==> config.mk <==
export PLATFORM = sky130hd
export DESIGN_NAME = hilo_mult_unit_flat
export DESIGN_NICKNAME = d
export VERILOG_FILES = /design/src/rtl/hilo_mult_unit_if.sv /design/src/rtl/hilo_mult_unit.sv /design/src/flat_wrapper.sv
export SDC_FILE = /design/constraint.sdc
export NUM_CORES = 1
export LEC_CHECK = 0
export CORE_MARGIN = 4
export CORE_UTILIZATION = 50
export DETAILED_ROUTE_END_ITERATION = 8
export DONT_BUFFER_PORTS = 1
export PLACE_DENSITY_LB_ADDON = 0.08
export SYNTH_ARGS = -nofsm -noshare
export SYNTH_HDL_FRONTEND = slang
export SYNTH_SLANG_ARGS = --single-unit
==> constraint.sdc <==
create_clock -name clk -period 9.76 [get_ports clk]
set_clock_uncertainty 0.05 [all_clocks]
set_input_delay 2.928 -clock clk [delete_from_list [all_inputs] [get_ports clk]]
set_output_delay 2.928 -clock clk [all_outputs]
set_load 0.02 [all_outputs]
Fig. 1: run 1, wiring heat map
(2 px per micron) The die is cut into 39 by 39 equal tiles; black is low, pale yellow is high, scaled to the fullest tile. Values are wire area over tile area, all layers added.
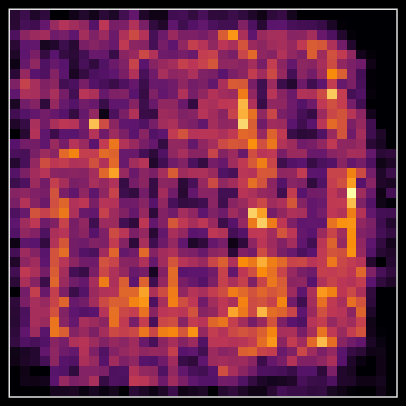
fullest tile	0.65
tiles over half the peak	20%
mean over tiles	0.22
nearly empty tiles	5.7%
Total Wirelength: 51.6 mm
post-detailed-route wirelength per cell: 22.1 microns
overall track demand over capacity in global routing: 27.2%
routed vias: 14800

Fig. 2: run 1, clock wiring as the flow saved it
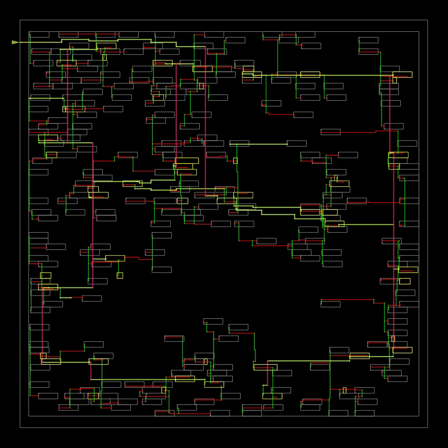
clock insertion delay at the later pin of the skew report: 570 ps
clock tree buffer count of the final layout: 43
CTS Buf Count: 29
clock network power consumption: 1110 uW
layout sequential cell count: 234

Fig. 3: run 1, drive-strength map
(2 px per micron)
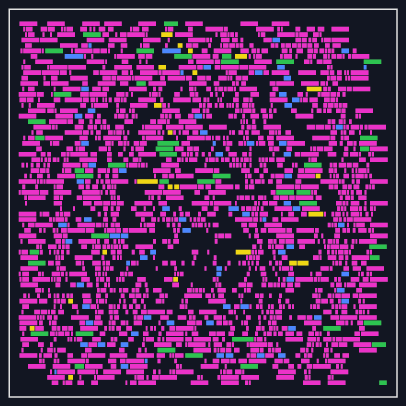
colour	size	cells	share
magenta	_0 and _1 cells	1746	92%
blue	_2 cells	76	4.0%
yellow	_3 and _4 cells	22	1.2%
green	_6 and larger	44	2.3%
final worst slack: 2990 ps
Layout Cell Area excl Fill: 18400 sq um
Area Overhead vs Synth: 7.47%

==> out/notes.md, run 1 <==
With the number of cells traversed by the worst register-to-register path at 20, the simple-gate share of the synthesized area is 12.0%. The critical path's slowest cell is sky130_fd_sc_hd__a221oi_1. The report lists the cells along the critical path as ha_1, and2_1, a221o_1, a221oi_2, a21oi_1, or2_2, xnor2_1, mux2_2, ha_1, nand4_1, inv_1, a221oi_1, a21oi_1, nor2_1, o21ai_0, a221o_1, a21oi_1, xnor2_1, a22oi_1, nand2_1. The run gives 1929 for the number of instances in the synthesized netlist. On met3, the global router reports a usage of 5.06%. The path category of the worst min-delay check is reg -> reg. The run gives 1 for the depth of the worst hold-timing path. The worst setup path is captured at a flip-flop.

Including well taps, the total number of placed cells is 2283. The number of antenna cells inserted was 0; the proportion of power drawn by flip-flops and latches was 25.5%. Nets still carrying antenna violations after routing amount to 0.

According to the cell report, the number of logic gates is 1475. The run gives 0.934 for the last weighted congestion value of the routability-driven placer. On the reported timing paths, the clock transition at the registers reads 60 ps. The standard-cell row count is 67.

The run finished with clean final reports. The share of total power in the clock network is 14.9%. With the area fraction in mux cells at 4.17%, the synthesized netlist net count is 2136. The complex-gate fraction of the synthesized area is 28.6%, and the chip area estimate from yosys synthesis is 17100 sq um. Power spread over the standard cell area amounts to 404 nW/um^2. Fraction of area in multi-input gates: 56.8%. The tools report the launching element type of the critical path as a flip-flop. The async set-or-reset flop fraction in the synthesized netlist works out to 100%. The cell type contributing the most total cell area after synthesis was sky130_fd_sc_hd__dfrtp_1. The first-pass GRT wire length came out at 81.2 mm. The synthesis report lists the Yosys warning total as 0.

Non-clock inverters in the final layout number 114. Setup slack on the worst path after placement came out at 3210 ps. With the internal power contribution at 3810 uW, the vertical die size is 193 microns. For reference, XOR and XNOR gates occupy 5.98% of the area reported after synthesis. The placed wire-length estimate is 37.5 mm, and the portion of the layout cell area used by non-clock buffers is 0.625%.

The number of instances resized during post-cts repair is 0. With the synthesized flop and latch total at 234, the number of detailed-route iterations in the first pass is 8. The cell sitting at the root of the clock tree is a sky130_fd_sc_hd__clkbuf_16. The tools report the final layout net count as 2073. In this run the static leakage power is 0.00904 uW. Most crowded layer after global routing: met2. Summing all multi-input logic gate instances after layout gives 10500 sq um.

The most common logic cells in the final layout are 231 x sky130_fd_sc_hd__dfrtp_1, 195 x sky130_fd_sc_hd__nand2_1, 185 x sky130_fd_sc_hd__a21oi_1, 136 x sky130_fd_sc_hd__ha_1, 133 x sky130_fd_sc_hd__o21ai_0. At the end of the flow the core is filled with cells to 54.7%. For this run, global-route usage on met2 was measured as 43.0%. Once iteration 0 of detailed routing completed, the report listed 1227 DRC markers.
Fig. 4: run 1, metal 3
(2 px per micron)
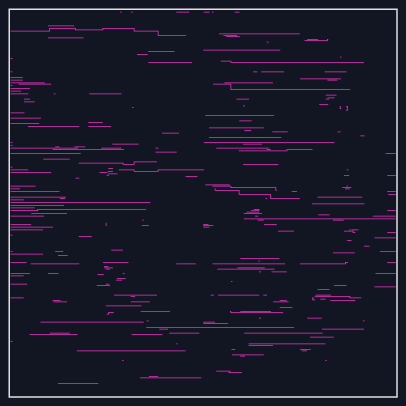

==> run 1 -> run 2 <==
==> constraint.sdc (replaced) <==
create_clock -name clk -period 6.1 [get_ports clk]
set_clock_uncertainty 0.05 [all_clocks]
set_input_delay 1.83 -clock clk [delete_from_list [all_inputs] [get_ports clk]]
set_output_delay 1.83 -clock clk [all_outputs]
set_load 0.02 [all_outputs]
Fig. 5: run 2, metal 3
(2 px per micron)
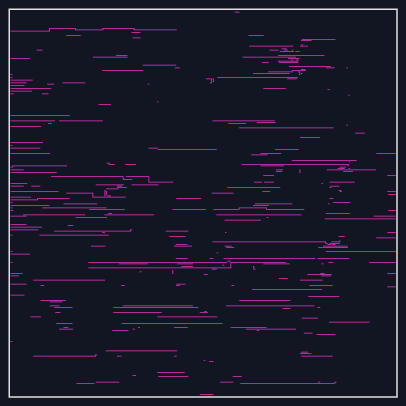
share of all routed wire	6.1%
wire length on this layer	3210 microns
Total Wirelength: 52.5 mm
routed vias: 15200
GR Util met3: 5.13%

==> out/notes.md, run 2 <==
The multi-input gate area in the final layout was 10700 sq um (was 10500 sq um). The internal power contribution came out at 6490 uW (was 3810 uW). The checks that failed: design-rule violations. The chip area estimate from yosys synthesis is 17100 sq um (unchanged).

The leakage power was 0.00944 uW (was 0.00904 uW). The xor and xnor area share after synthesis is 5.98% (unchanged). The flow ran to the end, but the final reports show violations.

The DRC violation total after the first TritonRoute iteration came out at 1390 (was 1227). The logs give 83.8 mm (was 81.2 mm) for the first-pass GRT wire length and 1929 (unchanged) for the number of instances in the synthesized netlist. The run gives 24.4% (was 25.5%) as the proportion of power drawn by flip-flops and latches. The root buffer cell is sky130_fd_sc_hd__clkbuf_16 (unchanged). For the standard-cell row count, the log shows 67 (unchanged). The tools report the share of total power in the clock network as 14.7% (was 14.9%). Path category of the worst min-delay check: reg -> reg (unchanged). Critical path's slowest cell: sky130_fd_sc_hd__dfrtp_1 (was sky130_fd_sc_hd__a221oi_1).

With the detail-routed net length per standard cell at 21.8 microns (was 22.1 microns), the final antenna-violating net count is 0 (unchanged). The number of cells traversed by the worst register-to-register path is 25 (was 20). The most crowded layer after global routing was met2 (unchanged). The number of antenna cells inserted was 0 (unchanged). The tools report the last weighted congestion value of the routability-driven placer as 0.949 (was 0.934). The run gives 2 (was 1) for the depth of the worst hold-timing path.

The complex-gate fraction of the synthesized area was 28.6% (unchanged). The tools report the critical path capture point type as a flip-flop (unchanged). The fraction of area in multi-input gates was 55.6% (was 56.8%). The number of detailed-route iterations in the first pass came out at 9 (was 8). The number of warnings the tools reported works out to 41 (unchanged).

The run gives -61.4 ps (was 3210 ps) as the post-placement worst setup slack. Most numerous logic cells after layout: 231 x sky130_fd_sc_hd__dfrtp_1, 195 x sky130_fd_sc_hd__nand2_1, 179 x sky130_fd_sc_hd__a21oi_1, 131 x sky130_fd_sc_hd__ha_1, 128 x sky130_fd_sc_hd__o21ai_0 (was 231 x sky130_fd_sc_hd__dfrtp_1, 195 x sky130_fd_sc_hd__nand2_1, 185 x sky130_fd_sc_hd__a21oi_1, 136 x sky130_fd_sc_hd__ha_1, 133 x sky130_fd_sc_hd__o21ai_0). The layout cell share with drive strength beyond 1 was 12.2% (was 7.52%); the layout overhead on the synthesized area was 11.8% (was 7.47%). The power density over the cells was 651 nW/um^2 (was 404 nW/um^2); the fraction of met2 tracks used by global routing was 44.4% (was 43.0%). With the number of multi-input combinational cells at 1475 (unchanged), the count of yosys warnings during synthesis is 0 (unchanged).

The launching element type of the critical path is a flip-flop (unchanged). The tools report the number of instances resized during post-cts repair as 2 (was 0). The final layout net count was 2141 (was 2073).

The post-route DRC violation count came out at 3 (was 0). The global router's overall resource usage is 28.0% (was 27.2%). The run gives 4.17% (unchanged) for the area fraction in mux cells.
Fig. 6: run 2, clock wiring as the flow saved it
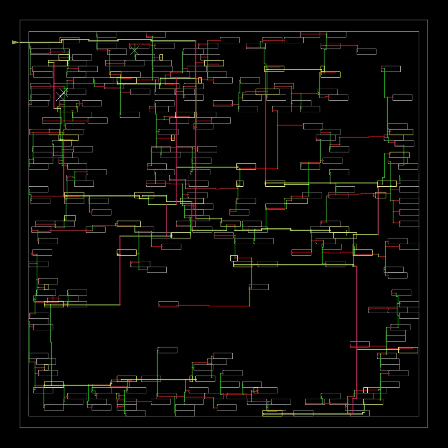
clock net sink count: 234
clock insertion delay at the later pin of the skew report: 580 ps
clock tree buffer count of the final layout: 38
clock network power consumption: 1830 uW
CTS Buf Count: 28

Power is estimated from default activity; no workload was simulated.
